Supply network:
Pins as bars on the die edge. Tap cells in gray.
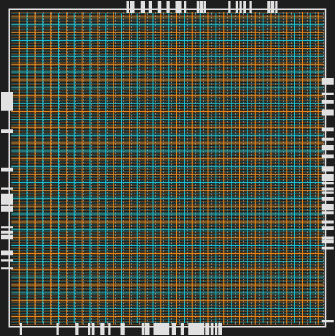
Placement by cell class:
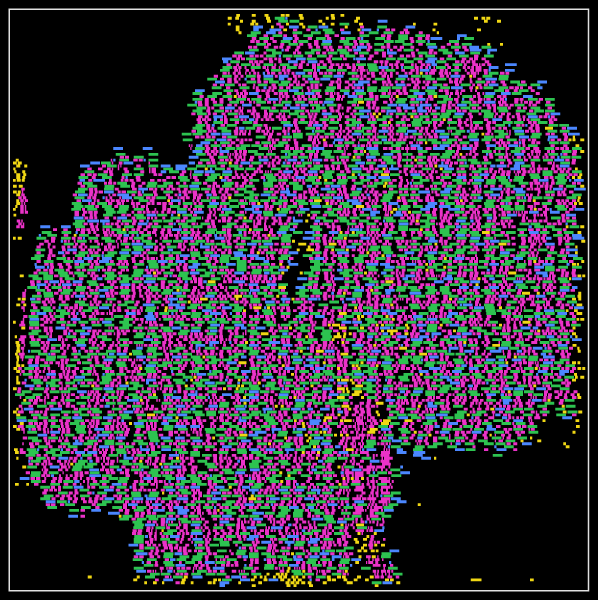
Clock network drawn from the DEF:
The bar under the picture is 200 um long.
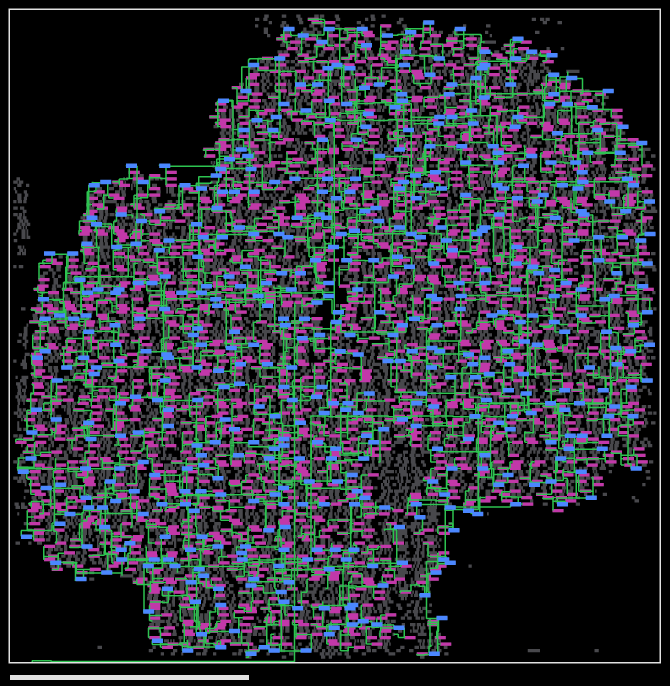
Metal layers overlaid:
The bar under the picture is 200 um long.
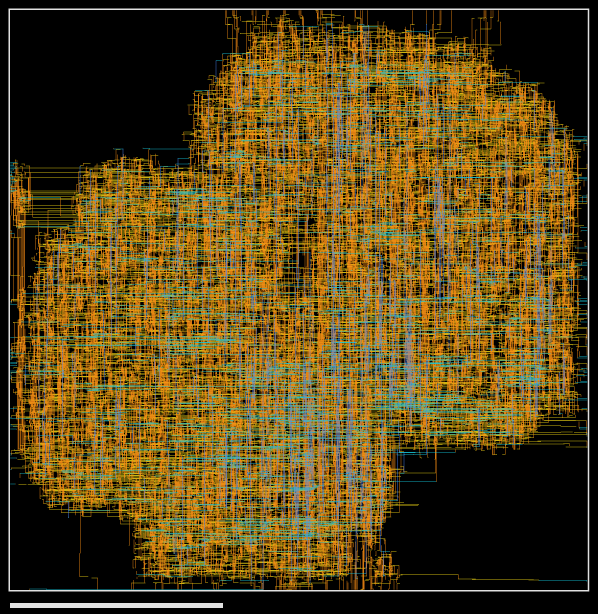
Track usage over the die:
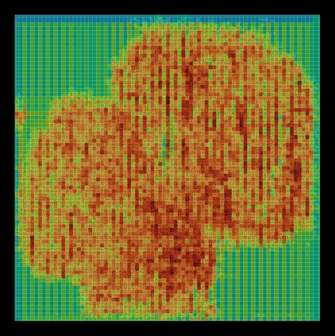
File: src/rtl/regfile_pkg.sv
// regfile_pkg: default sizing constants and depth helper shared by the register file
package regfile_pkg;
  localparam int DEF_DATA_WIDTH = 64;
  localparam int DEF_ADDR_WIDTH = 5;
  localparam int DEF_ZERO_IDX = 31;
  function automatic int depth_of(input int aw);
    return 1 << aw;
  endfunction
  function automatic int count_width(input int depth);
    return $clog2(depth) + 1;
  endfunction
endpackage

File: src/rtl/regfile_scoreboard.sv
// regfile_scoreboard: busy bits for pending writes, busy counter and per-port hazard lookup
import regfile_pkg::*;
module regfile_scoreboard #(
  parameter int ADDR_WIDTH = DEF_ADDR_WIDTH,
  parameter int NUM_READ = 2,
  parameter int BYPASS = 1
) (
  input  logic                           clk,
  input  logic                           reset_n,
  input  logic                           wr_en,
  input  logic [ADDR_WIDTH-1:0]          wr_idx,
  input  logic                           rsv_en,
  input  logic [ADDR_WIDTH-1:0]          rsv_idx,
  input  logic [NUM_READ*ADDR_WIDTH-1:0] rd_idx,
  output logic [NUM_READ-1:0]            rd_busy,
  output logic [ADDR_WIDTH:0]            busy_count
);
  localparam int DEPTH = depth_of(ADDR_WIDTH);
  localparam int CW = count_width(DEPTH);
  logic [DEPTH-1:0] busy;
  logic clr, inc, dec;
  // a reservation of the register being written supersedes the completing write
  always_comb begin
    clr = wr_en && !(rsv_en && rsv_idx == wr_idx);
    inc = rsv_en && !busy[rsv_idx];
    dec = clr && busy[wr_idx];
  end
  // busy bits and incrementally maintained count of set bits
  always_ff @(posedge clk or negedge reset_n) begin
    if (!reset_n) begin
      busy <= '0;
      busy_count <= '0;
    end else begin
      if (clr) busy[wr_idx] <= 1'b0;
      if (rsv_en) busy[rsv_idx] <= 1'b1;
      busy_count <= busy_count + CW'(inc) - CW'(dec);
    end
  end
  // a register completing this cycle is already safe to read when bypass forwards it
  always_comb begin
    rd_busy = '0;
    for (int p = 0; p < NUM_READ; p++)
      rd_busy[p] = busy[rd_idx[p*ADDR_WIDTH +: ADDR_WIDTH]] &&
                   !(BYPASS != 0 && clr && wr_idx == rd_idx[p*ADDR_WIDTH +: ADDR_WIDTH]);
  end
endmodule

File: src/rtl/regfile_mp.sv
// regfile_mp: multi-read-port register file with write bypass, zero register and busy scoreboard
import regfile_pkg::*;
module regfile_mp #(
  parameter int DATA_WIDTH = DEF_DATA_WIDTH,
  parameter int ADDR_WIDTH = DEF_ADDR_WIDTH,
  parameter int NUM_READ = 2,
  parameter int ZERO_EN = 1,
  parameter int ZERO_IDX = depth_of(ADDR_WIDTH) - 1,
  parameter int BYPASS = 1
) (
  input  logic                           clk,
  input  logic                           reset_n,
  input  logic                           RegWrite,
  input  logic [ADDR_WIDTH-1:0]          WriteRegister,
  input  logic [DATA_WIDTH-1:0]          WriteData,
  input  logic                           Reserve,
  input  logic [ADDR_WIDTH-1:0]          ReserveRegister,
  input  logic [NUM_READ*ADDR_WIDTH-1:0] ReadRegister,
  output logic [NUM_READ*DATA_WIDTH-1:0] ReadData,
  output logic [NUM_READ-1:0]            ReadBusy,
  output logic [ADDR_WIDTH:0]            BusyCount
);
  localparam int DEPTH = depth_of(ADDR_WIDTH);
  localparam logic [ADDR_WIDTH-1:0] ZI = ADDR_WIDTH'(ZERO_IDX);
  logic [DATA_WIDTH-1:0] regs [DEPTH];
  logic wr_eff, rsv_eff;
  logic [ADDR_WIDTH-1:0] ri;
  // writes and reservations to the zero register are dropped; nothing is forwarded while in reset
  always_comb begin
    wr_eff = reset_n && RegWrite && !(ZERO_EN != 0 && WriteRegister == ZI);
    rsv_eff = reset_n && Reserve && !(ZERO_EN != 0 && ReserveRegister == ZI);
  end
  // register storage
  always_ff @(posedge clk or negedge reset_n) begin
    if (!reset_n) begin
      for (int i = 0; i < DEPTH; i++) regs[i] <= '0;
    end else if (wr_eff) begin
      regs[WriteRegister] <= WriteData;
    end
  end
  // read muxing: zero register, then same-cycle forward, then stored value
  always_comb begin
    ReadData = '0;
    ri = '0;
    for (int p = 0; p < NUM_READ; p++) begin
      ri = ReadRegister[p*ADDR_WIDTH +: ADDR_WIDTH];
      ReadData[p*DATA_WIDTH +: DATA_WIDTH] =
        (ZERO_EN != 0 && ri == ZI) ? '0 :
        (BYPASS != 0 && wr_eff && WriteRegister == ri) ? WriteData : regs[ri];
    end
  end
  regfile_scoreboard #(
    .ADDR_WIDTH(ADDR_WIDTH),
    .NUM_READ(NUM_READ),
    .BYPASS(BYPASS)
  ) u_sb (
    .clk(clk),
    .reset_n(reset_n),
    .wr_en(wr_eff),
    .wr_idx(WriteRegister),
    .rsv_en(rsv_eff),
    .rsv_idx(ReserveRegister),
    .rd_idx(ReadRegister),
    .rd_busy(ReadBusy),
    .busy_count(BusyCount)
  );
endmodule

File: config.mk
export PLATFORM = sky130hd
export DESIGN_NAME = regfile_mp
export DESIGN_NICKNAME = d
export VERILOG_FILES = /design/src/rtl/regfile_pkg.sv /design/src/rtl/regfile_scoreboard.sv /design/src/rtl/regfile_mp.sv
export SDC_FILE = /design/constraint.sdc
export NUM_CORES = 2
export LEC_CHECK = 0
export ABC_CLOCK_PERIOD_IN_PS = 7100
export CELL_PAD_IN_SITES_DETAIL_PLACEMENT = 1
export CELL_PAD_IN_SITES_GLOBAL_PLACEMENT = 1
export CORE_AREA = 2 2 541 543
export CTS_CLUSTER_DIAMETER = 30
export DETAILED_ROUTE_END_ITERATION = 10
export DIE_AREA = 0 0 543 545
export HOLD_SLACK_MARGIN = 0.15
export MAX_ROUTING_LAYER = met4
export PLACE_DENSITY = 0.72
export RECOVER_POWER = 25
export SKIP_CTS_REPAIR_TIMING = 1
export SLEW_MARGIN = 20
export SYNTH_ARGS = -nofsm -noshare
export SYNTH_HDL_FRONTEND = slang
export SYNTH_SLANG_ARGS = --single-unit
File: constraint.sdc
create_clock -name clk -period 7.1 [get_ports clk]
set_input_delay 0.71 -clock clk [delete_from_list [all_inputs] [get_ports clk]]
set_output_delay 0.71 -clock clk [all_outputs]
set_load 0.05 [all_outputs]
==> results.toml <==
# flow metrics
[cts]
worstSkewPairLatency_ns = 1.01
cts_tree = "built"
clock_path_buffers = 4
cts_made_buffers = 524
clock_tree.root_cell = "clkbuf_16"
cts.sinks = 2086

[critical_path]
rr_worst_depth = 13
worstPathMaxFanout = 25
cp-endpoint = "ReadData[56]"
worstSetupEndpointType = "primary output"
criticalPathCategory = "in -> out"
cp_data_required_time_ns = 6.39
r2r-end = "u_sb.busy_count[4]$_DFF_PN0_"
r2r_start = "u_sb.busy[1]$_DFF_PN0_"

[cells_and_area]
num-nets-final = 9591
layout_top_cells_excl_fill_tap = "dfrtp_1, mux2i_1, mux2_2, a22oi_1, clkbuf_16"
largest_register_ffs = 2048
numSequentialCells = 2086
nMultiInputCombCells = 6341
num-fill-cells = 29094
clock_buffer_count = 707
non_clock_buffer_area_share_pct = 3.58
final_layout_size_suffix_gt1_share_pct = 33.3
final_common_cell = "dfrtp_1"
largest_register = "regs"
comb_area_share_pct = 42.2

[sta]
fmax_mhz = 164
relSlewSlack_pct = -165
finalClockPeriodUsage_pct = 85.8
final_max_slew_viol_count = 385
setup_repair_after_global_routing_missed_its_margin = "no"
timing.final.crit_period_ns = 6.09
setup_viol_count_final = 0
hold_viol = 0
timing_worst_slew_pin_value_ns = 3.98

[synthesis]
adder_share_pct = 0.0822
synth.yosys.chip_area_mm2 = 0.116
ys_seq_elements = 2086
post_synth.cell_area_avg_um2 = 12.2
netlist.top_cell.by_area = "dfrtp_1"
synth_seq_share_pct = 45.1
aoi_share_pct = 10.3
netlist_top_cells_area = "dfrtp_1, mux2_2, mux2i_1"
mux_share_of_area_pct = 37.1
async_flop_share_pct = 100
ys_cells = 9498
synth.yosys.warnings = 0
synth_top_area_share_pct = 45.1
enable_flop_cells = 0
yosys.area_share.simple_pct = 2.61
synth.distinct_cells = 56
flop_cell = "dfrtp_1"

[global_route]
grt_overflow_total = 0
via_count_of_the_first_global_routing_pass = 94960
largest_net_degree_at_the_start_of_global_routing = 175
antenna_found_initial = 15

[drt]
first_pass_iters = 7
ant_nets = 0
via_count = 88249

[pwr]
clkPwrFrac_pct = 53.3
swShare_pct = 28.4
power_density_mw_per_mm2 = 330
seq-power_mw = 14.8
powerComb_mw = 6.58
share_comb_of_total_power_pct = 14.4
power_report.internal_total_mw = 32.9
static-leakage-power_nw = 66.1
seqPwrFrac_pct = 32.3
total_switching_power_mw = 13.0

[flow_run]
max_capacitance_violation_count = 7
tool_warnings = 39

[floorplan]
floorplan.tapcells = 3900
design.die.area_mm2 = 0.296
floorplan.initialDensity_pct = 39.9

[min_path]
worstHoldPathCells = 3
hold_path.startpoint = "WriteData[15]"

[outcome]
outcome = "finished with violations"
violations = "max-capacitance violations, max-slew violations"
Notes on 'supply network' above:
VDD: shown in cyan. VSS: shown in orange.
The core has 198 rows. 224 signal pins sit on the boundary. 39 straps on met5. 39 straps on met4.
placeable core region: 0.290 mm2
Die Span Y: 545 um
IR drop worst, VDD: 0.245 mV
Die W: 543 um

Notes on 'placement by cell class' above:
clock drivers and dummy loads: shown in blue, cells 944. registers: shown in green, cells 2,086. remaining logic cells: shown in magenta, cells 6,350. remaining buffers and delay cells: shown in yellow, cells 534.

Notes on 'clock network drawn from the DEF' above:
clock-net drivers: shown in blue, count 524. clock wires: shown in green, length 35.3 mm. flip-flops: shown in magenta, count 2,086.
Position of the flops: spread over the die.
Clock Skews: 0.00975 ns
clock distribution power: 24.5 mW

Notes on 'metal layers overlaid' above:
M4: shown in blue, wire length 24.1 mm. M3: shown in cyan, wire length 32.6 mm. M2: shown in orange, wire length 213 mm. M1: shown in yellow, wire length 185 mm.
routed len/inst: 32.9 um
global-route usage over all layers: 30.9%
overall routed net length: 455,000 um

Notes on 'track usage over the die' above:
busiest layer in global routing: met2
met2 GRT Util: 48.1%

per-stage QoR:
step	cells	setup WS, ns	power (mW)	area (um2)	hold WS [ns]
CTS	13813	1.18	45.9	139000	-0.312
global placement	12868	1.33	20.9	121000	0.384
finish	13822	1.01	45.9	139000	0.211
detailed placement	12869	1.25	21.3	121000	0.392
floorplan	9498	3.02	19.0	116000	0.414
global route	13822	0.550	47.3	139000	0.229
worst max-delay path: stages:
cell and delay, ns:
clkdlybuf4s50_1 0.84, or2_4 0.72, buf_4 0.44, nor3_1 0.56, a31oi_1 0.11, a311oi_1 0.98, clkdlybuf4s50_1 0.98
routing by layer:
layer	up-vias	global-route usage [%]	part of all wire, %
met1	47008	38.2	41
met5	-	-	0
met2	4131	48.1	47
met4	0	15.7	5.3
li1	35835	-	-
met3	1275	5.88	7.2
Power is estimated from default activity; no workload was simulated.
